`src/rtl/laser_pkg.sv`:
```
// Shared types for the laser transmit scheduler: byte type and lane selector.
package laser_pkg;

    typedef logic [7:0] byte_t;

    typedef enum logic {
        LANE1 = 1'b0,
        LANE2 = 1'b1
    } lane_t;

endpackage

```
`src/rtl/laser_tx_fifo.sv`:
```
// Byte FIFO between the host and the lane registers; occupancy is tracked by an explicit count.
module laser_tx_fifo
    import laser_pkg::*;
#(
    parameter int DEPTH = 16
) (
    input  logic                     clock,
    input  logic                     reset_n,
    input  logic                     flush,
    input  logic                     push,
    input  byte_t                    push_data,
    input  logic                     pop,
    output byte_t                    head,
    output logic [$clog2(DEPTH):0]   count,
    output logic                     empty
);

    localparam int AW = $clog2(DEPTH);
    localparam int CW = AW + 1;

    byte_t           mem_q [DEPTH];
    logic [AW-1:0]   wr_ptr_q, wr_ptr_d;
    logic [AW-1:0]   rd_ptr_q, rd_ptr_d;
    logic [CW-1:0]   count_q, count_d;
    logic            full;
    logic            push_ok;
    logic            pop_ok;

    assign full    = (count_q == CW'(DEPTH));
    assign empty   = (count_q == '0);
    assign push_ok = push && !full && !flush;
    assign pop_ok  = pop && !empty && !flush;
    assign head    = mem_q[rd_ptr_q];
    assign count   = count_q;

    // Pointers wrap naturally at DEPTH; the count alone tells full from empty.
    always_comb begin
        wr_ptr_d = wr_ptr_q;
        rd_ptr_d = rd_ptr_q;
        count_d  = count_q;
        if (flush) begin
            wr_ptr_d = '0;
            rd_ptr_d = '0;
            count_d  = '0;
        end else begin
            if (push_ok) wr_ptr_d = wr_ptr_q + AW'(1);
            if (pop_ok)  rd_ptr_d = rd_ptr_q + AW'(1);
            case ({push_ok, pop_ok})
                2'b10:   count_d = count_q + CW'(1);
                2'b01:   count_d = count_q - CW'(1);
                default: count_d = count_q;
            endcase
        end
    end

    always_ff @(posedge clock) begin
        if (!reset_n) begin
            wr_ptr_q <= '0;
            rd_ptr_q <= '0;
            count_q  <= '0;
        end else begin
            wr_ptr_q <= wr_ptr_d;
            rd_ptr_q <= rd_ptr_d;
            count_q  <= count_d;
        end
    end

    always_ff @(posedge clock) begin
        if (push_ok) mem_q[wr_ptr_q] <= push_data;
    end

endmodule

```
`src/rtl/laser_tx_scheduler.sv`:
```
// Splits a buffered host byte stream across two laser lanes in strict lane1/lane2 alternation.
// Handshake: a byte transfers on in_valid & in_ready; a lane byte retires on laneX_done while laneX_ready.
module laser_tx_scheduler
    import laser_pkg::*;
#(
    parameter int DEPTH = 16,
    parameter int CNT_W = 16
) (
    input  logic                     clock,
    input  logic                     reset_n,
    input  logic                     en,
    input  logic                     flush,
    input  byte_t                    in_data,
    input  logic                     in_valid,
    output logic                     in_ready,
    output byte_t                    lane1_data,
    output logic                     lane1_ready,
    input  logic                     lane1_done,
    output byte_t                    lane2_data,
    output logic                     lane2_ready,
    input  logic                     lane2_done,
    output logic [$clog2(DEPTH):0]   fifo_count,
    output logic [CNT_W-1:0]         bytes_sent,
    output logic                     done_err,
    output lane_t                    next_lane_dbg
);

    localparam int CW = $clog2(DEPTH) + 1;

    byte_t             lane_data_q [2];
    byte_t             lane_data_d [2];
    logic [1:0]        lane_ready_q, lane_ready_d;
    lane_t             next_lane_q, next_lane_d;
    logic [CNT_W-1:0]  bytes_sent_q, bytes_sent_d;
    logic              done_err_q, done_err_d;

    logic [1:0]        done;
    logic [1:0]        retire;
    logic [1:0]        lane_free;
    logic              sel;
    logic              load;
    logic              fifo_empty;
    byte_t             fifo_head;

    assign done      = {lane2_done, lane1_done};
    assign retire    = done & lane_ready_q;
    assign lane_free = ~lane_ready_q | done;
    assign sel       = (next_lane_q == LANE2);
    // Only the lane whose turn it is may load; a free other lane does not jump the queue.
    assign load      = en && !fifo_empty && lane_free[sel] && !flush;
    assign in_ready  = (fifo_count < CW'(DEPTH));

    laser_tx_fifo #(.DEPTH(DEPTH)) u_fifo (
        .clock     (clock),
        .reset_n   (reset_n),
        .flush     (flush),
        .push      (in_valid && in_ready),
        .push_data (in_data),
        .pop       (load),
        .head      (fifo_head),
        .count     (fifo_count),
        .empty     (fifo_empty)
    );

    always_comb begin
        lane_data_d  = lane_data_q;
        lane_ready_d = lane_ready_q;
        next_lane_d  = next_lane_q;
        bytes_sent_d = bytes_sent_q;
        done_err_d   = done_err_q | (|(done & ~lane_ready_q));
        if (flush) begin
            lane_data_d[0] = '0;
            lane_data_d[1] = '0;
            lane_ready_d   = '0;
            next_lane_d    = LANE1;
        end else begin
            bytes_sent_d = bytes_sent_q + CNT_W'(retire[0]) + CNT_W'(retire[1]);
            lane_ready_d = lane_ready_q & ~retire;
            if (load) begin
                lane_ready_d[sel] = 1'b1;
                lane_data_d[sel]  = fifo_head;
                next_lane_d       = sel ? LANE1 : LANE2;
            end
        end
    end

    always_ff @(posedge clock) begin
        if (!reset_n) begin
            lane_data_q[0] <= '0;
            lane_data_q[1] <= '0;
            lane_ready_q   <= '0;
            next_lane_q    <= LANE1;
            bytes_sent_q   <= '0;
            done_err_q     <= 1'b0;
        end else begin
            lane_data_q    <= lane_data_d;
            lane_ready_q   <= lane_ready_d;
            next_lane_q    <= next_lane_d;
            bytes_sent_q   <= bytes_sent_d;
            done_err_q     <= done_err_d;
        end
    end

    assign lane1_data    = lane_data_q[0];
    assign lane2_data    = lane_data_q[1];
    assign lane1_ready   = lane_ready_q[0];
    assign lane2_ready   = lane_ready_q[1];
    assign bytes_sent    = bytes_sent_q;
    assign done_err      = done_err_q;
    assign next_lane_dbg = next_lane_q;

endmodule

```
`config.mk`:
```
export PLATFORM = sky130hd
export DESIGN_NAME = laser_tx_scheduler
export DESIGN_NICKNAME = d
export VERILOG_FILES = /design/src/rtl/laser_pkg.sv /design/src/rtl/laser_tx_fifo.sv /design/src/rtl/laser_tx_scheduler.sv
export SDC_FILE = /design/constraint.sdc
export NUM_CORES = 1
export LEC_CHECK = 0
export CORE_AREA = 5 5 127 129
export DETAILED_ROUTE_END_ITERATION = 16
export DIE_AREA = 0 0 132 134
export PLACE_DENSITY_LB_ADDON = 0.05
export SYNTH_ARGS = -nofsm -noshare
export SYNTH_HDL_FRONTEND = slang
export SYNTH_SLANG_ARGS = --single-unit
export TNS_END_PERCENT = 100
```
`constraint.sdc`:
```
create_clock -name clock -period 5.02 [get_ports clock]
set_clock_uncertainty 0.1 [all_clocks]
set_input_delay 0.753 -clock clock [delete_from_list [all_inputs] [get_ports clock]]
set_output_delay 0.753 -clock clock [all_outputs]
set_load 0.01 [all_outputs]
```
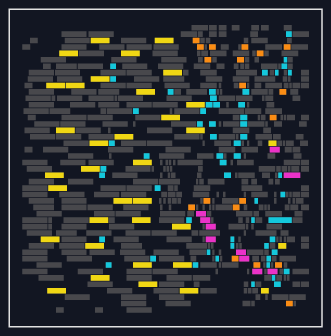
**Above:** selected gate families.
fa/ha/maj cells: drawn in magenta, cells 10. xor and xnor cells: drawn in orange, cells 19. mux cells: drawn in yellow, cells 35. aoi and oai cells: drawn in cyan, cells 56.

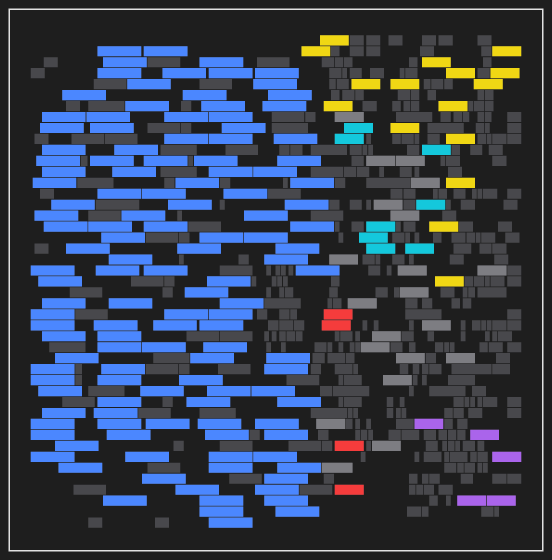
**Above:** register map, names as in the netlist.
bytes_sent: drawn in yellow, flops 16, where north-east. u_fifo.mem_q: drawn in blue, flops 128. lane2_data: drawn in cyan, flops 8. u_fifo.wr_ptr_q: drawn in red, flops 4. u_fifo.count: drawn in purple, flops 5, where south-east.

==> metrics.cfg <==
[job]
max-cap-violations = 0
tool_warnings = 29

[global_routing]
grtUsageMet3 = 0.0548
met1_usage = 0.227
antenna_found_initial = 0
grt_use_met2 = 0.291
grt-ovfl-total = 0
grt_max_degree = 33
grt_pass1_vias = 4184
grt_use_total = 0.176
grt_busiest_layer = met2
grt_pass1_wl_um = 23600

[worst_setup_path]
cp_max_fo = 12
reg2reg_slack_ns = 1.67
cp.required_ns = 5.27
reg2reg_from = next_lane_dbg$_SDFFE_PP0N_
critPathKind = in2reg
cp.arrival_ns = 3.97
crit_path_end_kind = flop
r2r_cells = 12
worstSetupEndpoint = u_fifo.count[4]$_SDFFE_PP0P_
cp-start-kind = input port
r2r_end = u_fifo.count[4]$_SDFFE_PP0P_

[cells_and_area]
num_antenna_cells = 0
final_util = 0.577
layout.nets = 569
drive_above_1_share = 0.137
syn2layout_area_growth_pct = 18.1
final_common_cell = edfxtp_1
area.combinational_um2 = 2240
layout_top_cells = edfxtp_1 (128), clkdlybuf4s50_1 (56), dfxtp_1 (52)
fill_cells = 1163
flop_area_um2 = 4910

[floorplan]
fp_util = 0.488
die-height_um = 134
ios = 57
die_x_um = 132
row_count = 45
die_area_um2 = 17700
core-area_um2 = 14900

[synth]
synth.distinct_cells = 46
async_reset_ff_frac = 0
yosysWarningCount = 0
synth_cells = 486
ys_seq_share = 0.673
syn_area_um2 = 7290
syn_area_per_cell_um2 = 15.0
ys_cells = 486
yosysChipArea_um2 = 7290
top_area_cell = edfxtp_1
yosys-top-cells-area = edfxtp_1 (53%), dfxtp_1 (15%), mux4_2 (9.9%), nand2_1 (2.6%), o2bb2ai_1 (1.9%)
edf_count = 128
ys_ff = 181
synth_nets = 511

[clocking]
cts.repair.resized = 0
ctsHoldBuffers = 0
cts_tree = done
clk_pin_slew_ns = 0.06
cts_root_buf = clkbuf_16
cts_max_level = 4
cts_buffer_depth = 2
cts_buffers = 17
clk_latency_ns = 0.42

[hold_path]
hold_end = lane1_data[4]$_SDFFE_PP0P_
min_path_type = reg2reg
hold_depth = 2
hp-start = lane1_data[4]$_SDFFE_PP0P_

[sta]
rsz0062_at_grt = false
holdWs_ns = 0.350
fmax_ghz = 0.269
min_period_over_period = 0.740
hold_violations = 0
fin_setup_tns_ns = 0
layout_min_cycle_time_ns = 3.72
final-setup-viol-count = 0
slew_headroom = 0.372
drv_slew = 0

[drt]
drc = 0
avgViaCountPerCell = 5.51
wl_per_cell_um = 20.0
drtIter0Drc = 323
drt_wl_total_um = 14900
vias = 4097

[placed_design]
dp_hpwl_um = 9690
io_buffers = 56
gp_congestion = 0.766

[run_status]
status = complete, no violations

[power]
vdd_drop_max_uv = 302

==> state kept, by name, indices dropped and copies added, names as in the netlist, named ones only <==
| register | flops |
|---|---|
| bytes_sent | 16 |
| lane_ready_q | 2 |
| lane1_data | 8 |
| next_lane_dbg | 1 |
| lane2_data | 8 |
| u_fifo.wr_ptr_q | 4 |
| u_fifo.mem_q | 128 |
| u_fifo.count | 5 |
| u_fifo.rd_ptr_q | 4 |
| done_err | 1 |
==> cell type report <==
| cell class | count | share of cell area |
|---|---|---|
| clock inverters | 14 | 0.0174 |
| well taps | 188 | 0.0273 |
| flip-flops and latches | 181 | 0.570 |
| multi-input cells | 270 | 0.260 |
| repair buffers | 62 | 0.0704 |
| inverters | 12 | 0.00523 |
| clock buffers | 17 | 0.0494 |
==> cells by family (layout without fill, tap and decap cells) <==
kind of cell | Yosys count | in the layout | share of synthesized area
DFF | 181 | 181 | 0.673
xor gates and xnor gates | 19 | 19 | 0.0228
adders and majority gates | 10 | 10 | 0.0182
muxes | 35 | 35 | 0.103
buffers and inverters | 35 | 105 | 0.0208
and+or+nand+nor | 145 | 145 | 0.0985
AOI/OAI and AO/OA | 61 | 61 | 0.0637
==> stage by stage <==
stage	total power, mW	instance area, um2	instances	worst slack [ns]
4_1_cts	3.01	8600	744	1.36
3_3_place_gp	1.71	8030	713	1.06
2_1_floorplan	1.67	7290	486	1.74
5_1_grt	3.08	8600	744	1.08
6_report	2.98	8600	744	1.30
3_5_place_dp	1.71	8030	713	0.916
==> routing by layer <==
metal	vias to the layer above	part of all wire
met5	-	0
met4	0	0.0093
met3	7	0.042
met2	90	0.50
met1	2051	0.45
li1	1949	-
==> power by group <==
group	internal (mW)	total [mW]	switching (mW)
logic	0.0283	0.0754	0.0471
clock network	0.735	1.30	0.560
registers	1.60	1.60	0.00297
==> worst max-delay path: stages <==
cell             delay [ns]
clkdlybuf4s50_1        0.50
nor2b_1                0.10
a2111oi_4              0.63
nand2_1                0.21
inv_1                  0.15
ha_1                   0.40
xor2_1                 0.18
ha_1                   0.20
nand2_1                0.07
a21oi_1                0.18
a31oi_1                0.06
o31ai_1                0.31
mux2i_1                0.21
==> synthesized netlist by cell type, types with 2 or more instances <==
library cell / number
a21boi_0: 3
a21o_1: 3
a21oi_1: 8
a22oi_1: 16
a31oi_1: 2
and2_1: 15
and3_1: 6
buf_1: 2
buf_2: 4
buf_6: 2
clkbuf_1: 15
dfxtp_1: 53
edfxtp_1: 128
ha_1: 9
inv_1: 12
mux2i_1: 3
mux4_2: 32
nand2_1: 51
nand2b_1: 4
nand3_1: 9
nand3b_1: 2
nand4_1: 4
nor2_1: 31
nor2b_1: 5
nor3_1: 6
nor4_1: 2
o21ai_0: 5
o2bb2ai_1: 16
o31ai_1: 2
or3_1: 3
xnor2_1: 10
xor2_1: 9
Power and IR drop assume default switching activity.
